--- src/rtl/nmux_seq.sv ---
// nmux_seq: parametrised N-channel registered multiplexer with valid/ready output.
//
// A channel is chosen either by the external select (manual mode) or by an
// internal round-robin sequencer that stays DWELL transfers on each channel
// (auto mode). The chosen word is registered and presented with out_valid.
// The output register reloads only when it is empty or downstream accepts.
//
// Ports:
//   clk        clock, all logic on posedge
//   rst        asynchronous reset, active-high
//   din        NCH packed channels, channel i at din[i*WIDTH +: WIDTH]
//   mode       0 = manual select, 1 = auto round-robin
//   sel_in     manual channel select (values >= NCH clamp to NCH-1)
//   dout       registered selected data
//   sel_out    channel index that dout came from
//   out_valid  dout/sel_out valid
//   out_ready  downstream accepts when high
//   wrap       one-cycle pulse after the auto sequencer wraps NCH-1 -> 0
//   dpar       (NMUX_PARITY_EN only) XOR of dout, registered alongside it
//
// Build option: define NMUX_PARITY_EN to add the dpar output.

module nmux_seq #(
    parameter int unsigned WIDTH = 4,
    parameter int unsigned NCH   = 4,
    parameter int unsigned SELW  = 2,
    parameter int unsigned DWELL = 4
) (
    input  logic                 clk,
    input  logic                 rst,
    input  logic [NCH*WIDTH-1:0] din,
    input  logic                 mode,
    input  logic [SELW-1:0]      sel_in,
    output logic [WIDTH-1:0]     dout,
    output logic [SELW-1:0]      sel_out,
    output logic                 out_valid,
    input  logic                 out_ready,
    output logic                 wrap
`ifdef NMUX_PARITY_EN
    ,
    output logic                 dpar
`endif
);

    localparam int unsigned CW = $clog2(DWELL) + 1;

    localparam logic [1:0] IDLE  = 2'd0;
    localparam logic [1:0] RUN   = 2'd1;
    localparam logic [1:0] STALL = 2'd2;

    localparam logic [SELW-1:0] LAST_CH = SELW'(NCH - 1);

    logic [1:0]       state;
    logic [SELW-1:0]  rr_sel;
    logic [SELW-1:0]  csel;
    logic [CW-1:0]    dwell_cnt;
    logic [CW-1:0]    dwell_base;
    logic             mode_q;
    logic             advance;
    logic             last_beat;
    logic [WIDTH-1:0] csel_data;

    // The output register takes a new word whenever it is empty or being drained.
    always_comb advance = (state != IDLE) && (!out_valid || out_ready);

    always_comb begin
        csel = '0;
        if (mode)
            csel = rr_sel;
        else if (sel_in > LAST_CH)
            csel = LAST_CH;
        else
            csel = sel_in;
    end

    always_comb begin
        csel_data = '0;
        for (int unsigned i = 0; i < NCH; i++) begin
            if (csel == SELW'(i))
                csel_data = din[i*WIDTH +: WIDTH];
        end
    end

    // mode_q holds the mode of the last transfer, so a mode change restarts the
    // dwell count on the first transfer made in the new mode, even if the change
    // happened during a stall.
    always_comb dwell_base = (mode != mode_q) ? '0 : dwell_cnt;
    always_comb last_beat  = (dwell_base == CW'(DWELL - 1));

    always_ff @(posedge clk or posedge rst) begin
        if (rst) begin
            state     <= IDLE;
            dout      <= '0;
            sel_out   <= '0;
            out_valid <= 1'b0;
            wrap      <= 1'b0;
            rr_sel    <= '0;
            dwell_cnt <= '0;
            mode_q    <= 1'b0;
`ifdef NMUX_PARITY_EN
            dpar      <= 1'b0;
`endif
        end else begin
            wrap <= 1'b0;

            case (state)
                IDLE:       state <= RUN;
                RUN, STALL: state <= (out_valid && !out_ready) ? STALL : RUN;
                default:    state <= IDLE;
            endcase

            if (advance) begin
                dout      <= csel_data;
                sel_out   <= csel;
                out_valid <= 1'b1;
                mode_q    <= mode;
`ifdef NMUX_PARITY_EN
                dpar      <= ^csel_data;
`endif
                if (mode) begin
                    if (last_beat) begin
                        dwell_cnt <= '0;
                        rr_sel    <= (rr_sel == LAST_CH) ? '0 : rr_sel + 1'b1;
                        wrap      <= (rr_sel == LAST_CH);
                    end else begin
                        dwell_cnt <= dwell_base + 1'b1;
                    end
                end else if (mode != mode_q) begin
                    dwell_cnt <= '0;
                end
            end
        end
    end

endmodule
--- config.mk ---
export PLATFORM = sky130hd
export DESIGN_NAME = nmux_seq
export DESIGN_NICKNAME = d
export VERILOG_FILES = /design/src/rtl/nmux_seq.sv
export SDC_FILE = /design/constraint.sdc
export NUM_CORES = 1
export LEC_CHECK = 0
export CORE_ASPECT_RATIO = 1.1
export CORE_MARGIN = 2
export CORE_UTILIZATION = 40
export DETAILED_ROUTE_END_ITERATION = 6
export GPL_TIMING_DRIVEN = 0
export HOLD_SLACK_MARGIN = 0.1
export PLACE_DENSITY = 0.73
export SLEW_MARGIN = 30
export SYNTH_ARGS = -nofsm -noshare
export SYNTH_HDL_FRONTEND = slang
export SYNTH_SLANG_ARGS = --single-unit
--- constraint.sdc ---
create_clock -name clk -period 1.55 [get_ports clk]
set_input_delay 0.31 -clock clk [delete_from_list [all_inputs] [get_ports clk]]
set_output_delay 0.31 -clock clk [all_outputs]
set_load 0.03 [all_outputs]
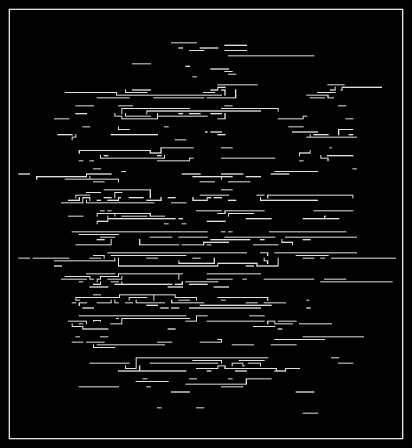
Figure 1: run 1, signal wires on met1.
share of all routed wire: 44%
longest straight run: 17.9 um
wire length on this layer: 976 um
main direction: horizontal
met1 Use GR: 0.2128
Routed WL: 2235 um
Vias: 908

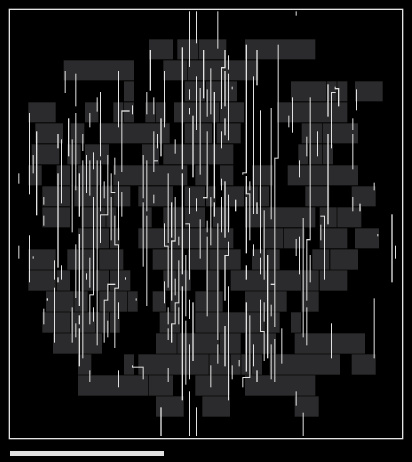
Figure 2: run 1, M2 wires.
Bar = 20 um.
longest straight run: 25.5 um
share of all routed wire: 49%
main direction: vertical
met2 Use GR: 0.3045

==> results.json, run 1 <==
{
  "async_reset_ff_frac": 1.000,
  "syn_avg_cell_area_um2": 9.152,
  "yosys-stat-cells": 105,
  "p_leak_nw": 0.5973,
  "cts_made_buffers": 3,
  "slew_headroom": 0.5873,
  "num_antenna_cells": 0,
  "pwr_density_cell_nw_per_um2": 1444,
  "lay_top_cells": "clkdlybuf4s50_1, dfrtp_1, nand2_1",
  "cp_slowest_cell": "mux2_4",
  "io_pins": 30,
  "slowest_delay_ps": 350,
  "clockBufferDepth": 2,
  "worst_pin_slew_ps": 618.4,
  "cts.sinks": 16,
  "fin_ws_ps": 41.04,
  "grt_first_pass_wirelength_um": 3726,
  "cts_hold_buffers": 0,
  "net-switching-power_mw": 0.7953,
  "synth_cells": 105,
  "cp-start-kind": "input pin",
  "post-route-util": 0.6011,
  "path_buffers": 3,
  "post-route-min-period_ps": 1509,
  "fin_cells": 168,
  "grt_pass1_vias": 869,
  "log.warning_count": 29,
  "yosys_area_um2": 960.9,
  "insertion_delay_ps": 280,
  "path_delay_family": "buffers and inverters",
  "max_cap_violations": 0,
  "worstPathArrival_ps": 1680,
  "run_status": "complete, no violations",
  "edf_count": 0,
  "intPower_mw": 1.160,
  "power_frac_clock": 0.111,
  "drtPass1Iterations": 4,
  "combPwrFrac": 0.548,
  "drc": 0,
  "cp.required_ps": 1720,
  "skew_ps": 2.545,
  "cts_root_buf": "clkbuf_4",
  "post-place-ws_ps": -738.9,
  "cts_tree": "done",
  "cp_num_cells": 8,
  "crit_fanout": 10,
  "dpl.hpwl_um": 1696,
  "finalSetupViolations": 0,
  "die-area_um2": 2811,
  "cp_cell_sequence": "buf_2, buf_6, buf_6, xnor2_2, and2_4, ha_4, nand4_1, mux2_4",
  "worst_hold_slack_ps": 380.9,
  "hold_viol": 0,
  "ir_drop_uv": 763.7,
  "yosys_warnings": 0,
  "crit_path_frequent_cell": "buf_6",
  "ff_type": "dfrtp_1",
  "criticalPathCategory": "in -> reg",
  "rows": 18,
  "endpoint_kind": "flop",
  "gp_congestion": 0.8077,
  "drt-initial-drc-count": 15,
  "hp-class": "in -> reg",
  "finalMaxSlewViolations": 0,
  "place_area_um2": 1289,
  "swShare": 0.4068,
  "antenna_left": 0,
  "max_freq_ghz": 0.6627,
  "netlist_area_um2": 960.9,
  "synth_cell_types": 34,
  "grt_overflow": 0,
  "fp_util": 0.4267,
  "grt_usage": 0.1735,
  "dp_cells": 162,
  "finalCritPeriodShare": 0.9735,
  "worstHoldPathCells": 3,
  "die_y_um": 55.41,
  "core_area_um2": 2252,
  "final_area_um2": 1354,
  "fp.dieW_um": 50.73,
  "syn_nets": 131,
  "area_delta_synth_final_pct": 40.89,
  "avgRoutedWirePerCell_um": 13.30,
  "r2r_cells": 5,
  "grt_antenna_before_repair": 0,
  "port_buffers": 27,
  "rsz0062_at_grt": "yes",
  "path_clk_slew_ps": 90,
  "htreeDepth": 1,
  "yosys.stat.seqShare": 0.4167,
  "drive_gt1_frac": 0.1884,
  "final_nets": 166,
  "grt_max_degree": 17,
  "ys.flops": 16,
  "mostFrequentLayoutCell": "clkdlybuf4s50_1",
  "vias_per_cell": 5.405,
  "seqPwrFrac": 0.341
}
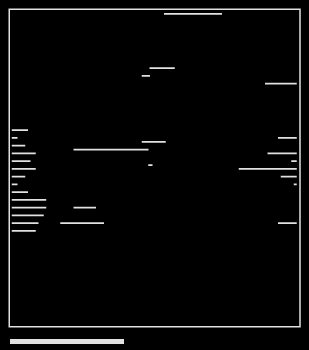
Figure 3: run 1, the metal 3 layer.
Bar = 20 um.
longest straight run: 12.9 um
nets with wire on the layer: 27
wire length on this layer: 119 um
grt met3 use: 0.01892

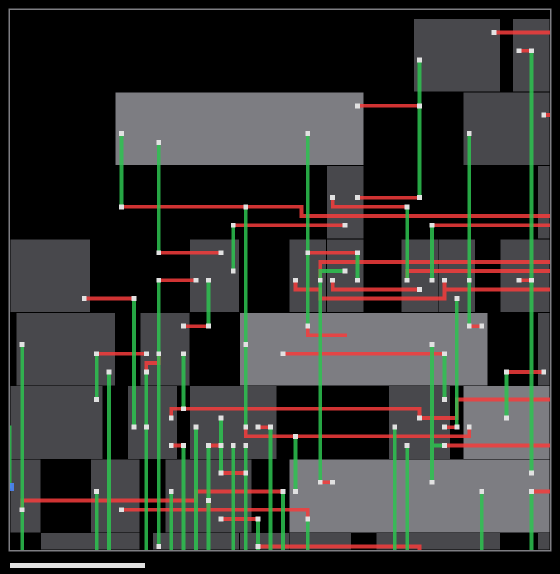
Figure 4: run 1, a small window of the routed layout.
Bar = 5 um. Window x 3 to 23, y 32 to 52 um. Cells in gray, sequential cells in the stronger gray; small squares are vias.
| color | layer |
|---|---|
| green | M2 |
| blue | M3 |
| red | M1 |
sequential cells in the window: 3
most frequent: nand2_1 (4), clkdlybuf4s50_1 (3)
cells with their middle in the window: 21

-- run 1: per-stage QoR --
| stage | total power, mW | setup TNS (ps) |
|---|---|---|
| after floorplan | 1.364 | 0 |
| after global placement | 1.669 | -3993 |
| after detailed placement | 1.707 | -4199 |
| after CTS | 1.903 | -8.884 |
| after global routing | 2.107 | -131.1 |
| final | 1.955 | 0 |
-- run 1: cell families (layout without fill, tap and decap cells) --
logic type | after synthesis | in the layout | synth area share
buffers and inverters | 13 | 46 | 0.07161
AOI/OAI and AO/OA | 36 | 36 | 0.2422
adders and majority gates | 4 | 4 | 0.05209
DFF | 16 | 16 | 0.4167
muxes | 4 | 4 | 0.04557
xor gates and xnor gates | 1 | 1 | 0.009116
and+or+nand+nor | 31 | 31 | 0.1628
-- run 1: registers in the layout, summed over array words and instances (netlist names) --
register	flops
dout	4
dwell_cnt	3
rr_sel	2
sel_out	2
state	2
mode_q	1
out_valid	1
wrap	1
-- run 1: worst register-to-register path, delay by kind of cell, from the launching register on --
family	cells	cell delay (ps)
xor+xnor	1	140
fa+ha+maj	1	130
flops	1	430
mux	1	350
simple gates	2	340
-- run 1: power by group through the flow --
stage	Combinational [mW]	Clock (mW)	Sequential, mW
3_3_place_gp	0.988	0	0.680
2_1_floorplan	0.541	0	0.823
5_1_grt	1.17	0.245	0.691
4_1_cts	1.01	0.224	0.666
6_report	1.07	0.218	0.666
3_5_place_dp	1.02	0	0.687
-- run 1: metal layers --
metal	GRT usage	vias to the layer above	wire length, um
met2	0.3045	34	1102
met4	0.06950	0	38
li1	-	443	-
met3	0.01892	4	119
met1	0.2128	427	975
met5	0	-	0
-- run 1: cell type report --
cell class / count / area, um2
Buffer: 7 / 58.81
Clock buffer: 3 / 22.52
Fill cell: 209 / 898.4
Inverter: 5 / 18.77
Multi-Input combinational cell: 76 / 529.3
Sequential cell: 16 / 401.6
Tap cell: 30 / 37.54
Timing Repair Buffer: 31 / 285.3
-- run 1: synthesized netlist by cell type, types with 3 or more instances --
master / instances / area, um2
dfrtp_1: 16 / 400.4
nand2_1: 11 / 41.29
o21ai_1: 8 / 40.04
nor2_1: 7 / 26.28
a21oi_1: 6 / 30.03
o21ai_0: 6 / 30.03
inv_1: 5 / 18.77
buf_2: 4 / 20.02
ha_1: 4 / 50.05
nand2b_1: 4 / 25.02
a221oi_1: 3 / 26.28
o211ai_1: 3 / 22.52
-- run 1: final timing paths --
kind | start | endpoint | slack, ps
min in group asynchronous | rst | state[1] | 400
max in group asynchronous | rst | mode_q | 720
min reg2reg | dout[2] | dout[2] | 480
min | mode | sel_out[0] | 380
max reg2reg | mode_q | rr_sel[0] | 40
max | mode | rr_sel[0] | 40
-- run 1: what timing repair did --
item	4_1_cts	5_1_grt
setup buffers	3	1
pin swaps	1	4
setup endpoints to repair	13	6
gates resized	14	7
==> inputs of run 2 (changes only) <==
- SETUP_SLACK_MARGIN: not set -> 0.15
- SLEW_MARGIN: 30 -> 20
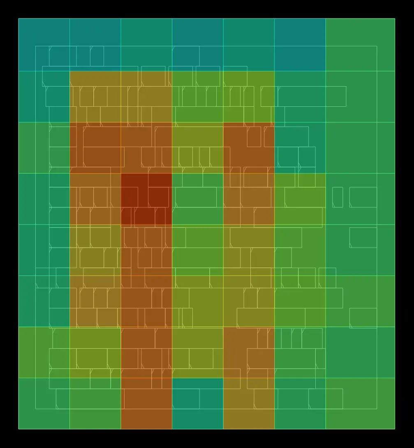
Figure 5: run 2, congestion heat map.
GRT Total Usage: 0.1657
grt met3 use: 0.002703
wire length per cell: 13.46 um

==> results.json, run 2 <==
{
  "fin_ws_ps": -9.022,
  "htreeDepth": 1,
  "core_area_um2": 2252,
  "cts_root_buf": "clkbuf_4",
  "fin_cells": 174,
  "violations": "setup timing",
  "syn_avg_cell_area_um2": 9.152,
  "worstPathArrival_ps": 1730,
  "yosys-top-cells-count": "dfrtp_1, nand2_1, o21ai_1, nor2_1",
  "slowest_delay_ps": 370,
  "cp_slowest_cell": "mux2_1",
  "drc": 0,
  "cts_tree": "done",
  "port_buffers": 27,
  "ir_drop_uv": 932.8,
  "synth_top_area_share": 0.4167,
  "largest_area_cell": "dfrtp_1",
  "r2r_cells": 5,
  "reg2reg_slack_ps": 0,
  "path_clk_slew_ps": 90,
  "crit_path_frequent_cell": "buf_8",
  "clockBufferDepth": 2,
  "cp-endpoint": "rr_sel[1]",
  "rows": 18,
  "finalSetupViolations": 1,
  "p_leak_nw": 0.6373,
  "die_y_um": 55.41,
  "netlist_area_um2": 960.9,
  "fp.dieW_um": 50.73,
  "fp_util": 0.4267,
  "crit_fanout": 10,
  "dp_cells": 162,
  "async_reset_ff_frac": 1.000,
  "endpoint_kind": "flop",
  "fillCellCount": 183,
  "rsz0062_at_grt": "yes",
  "synth_cell_types": 34,
  "r2r_start": "mode_q",
  "max_freq_ghz": 0.6414,
  "final_area_um2": 1430,
  "post-place-ws_ps": -769.2,
  "cp-start-kind": "input pin",
  "drt-initial-drc-count": 9,
  "yosys-stat-cells": 105,
  "critPathLaunch": "mode",
  "io_pins": 30,
  "antenna_left": 0,
  "pwr_density_cell_nw_per_um2": 1434,
  "drive_gt1_frac": 0.2431,
  "largest_reg_flops": 4,
  "cp.required_ps": 1720,
  "grt_antenna_before_repair": 0,
  "log.warning_count": 30,
  "finalMaxSlewViolations": 0,
  "cts.sinks": 16,
  "slew_headroom": 0.5968,
  "run_status": "complete, but fails checks",
  "yosys.stat.seqShare": 0.4167,
  "grt_overflow": 0,
  "top_regs": "dout: 4 flops, dwell_cnt: 3 flops",
  "final_nets": 172,
  "ys.flops": 16,
  "skew_ps": 1.545,
  "mostFrequentLayoutCell": "clkdlybuf4s50_1",
  "synth_cells": 105,
  "insertion_delay_ps": 280,
  "hold_viol": 0,
  "yosys_area_um2": 960.9,
  "grt_pass1_vias": 861,
  "hp-class": "in -> reg",
  "die-area_um2": 2811
}
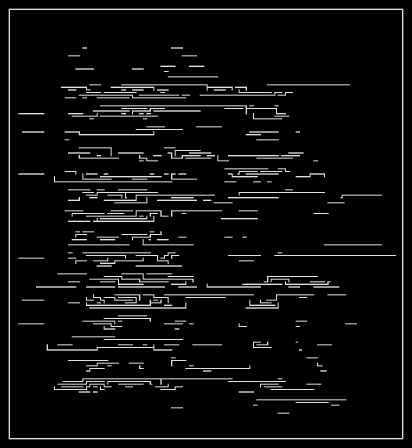
Figure 6: run 2, signal wires on met1.
longest straight run: 19.3 um
main direction: horizontal
nets with wire on the layer: 146
Vias: 923
Routed WL: 2342 um

run 2: cells by family after synthesis:
group | synth area share
AND-OR/OR-AND | 0.2422
XOR/XNOR | 0.009116
adder cells (fa/ha/maj) | 0.05209
buffers and inverters | 0.07161
flip-flops | 0.4167
multiplexers | 0.04557
AND/OR/NAND/NOR | 0.1628
run 2: repair_timing:
action,CTS,global route
pin swaps,6,3
buffers inserted,4,5
gates resized,20,9
hold endpoints to repair,0,0
endpoints found under the setup margin,17,9
hold buffers,0,0
run 2: routing by layer:
layer / up-vias / part of all wire / track usage
met5: - / 0 / 0
met4: 0 / 0.0085 / 0.06950
met3: 2 / 0.029 / 0.002703
met2: 25 / 0.53 / 0.3158
met1: 440 / 0.43 / 0.1887
li1: 456 / - / -
run 2: layout make-up:
type	count	area [um2]	area share
buffer	8	78.83	0.05512
clock buffer	3	22.52	0.01575
inverter	5	18.77	0.01312
multi-input combinational	76	544.3	0.3806
sequential	16	401.6	0.2808
tap	30	37.54	0.02625
timing repair buffer	36	326.6	0.2283
run 2: where the power goes:
group | switching [mW] | internal (mW)
logic | 0.608 | 0.567
clock network | 0.122 | 0.0900
registers | 0.0856 | 0.578
run 2: through the flow:
stage	total power, mW	TNS [ps]	util	hold slack (ps)
finish	2.050	-9.022	0.6350	393.5
CTS	1.937	-14.66	0.6006	361.3
detailed placement	1.694	-4128	0.5739	479.7
global route	2.213	-115.3	0.6350	408.7
global placement	1.662	-3930	0.5739	467.5
floorplan	1.365	0	-	223.7
run 2: worst min-delay path by stage:
| stage | startpoint | endpoint | slack [ps] | cells past startpoint |
|---|---|---|---|---|
| after floorplan | rst | dout[0] | 220 | 1 |
| after global placement | dwell_cnt[1] | dwell_cnt[1] | 470 | 1 |
| after detailed placement | sel_out[1] | sel_out[1] | 480 | 2 |
| after CTS | mode | sel_out[0] | 360 | 3 |
| after global routing | mode | sel_out[0] | 410 | 3 |
| final | mode | sel_out[0] | 390 | 3 |
run 2: critical path: cells and delay by family:
family	cells	cell delay (ps)
buffers and inverters	3	390
multiplexers	1	370
AND/OR/NAND/NOR	2	340
adder cells (fa/ha/maj)	1	170
XOR/XNOR	1	140
Power is estimated from default activity; no workload was simulated.
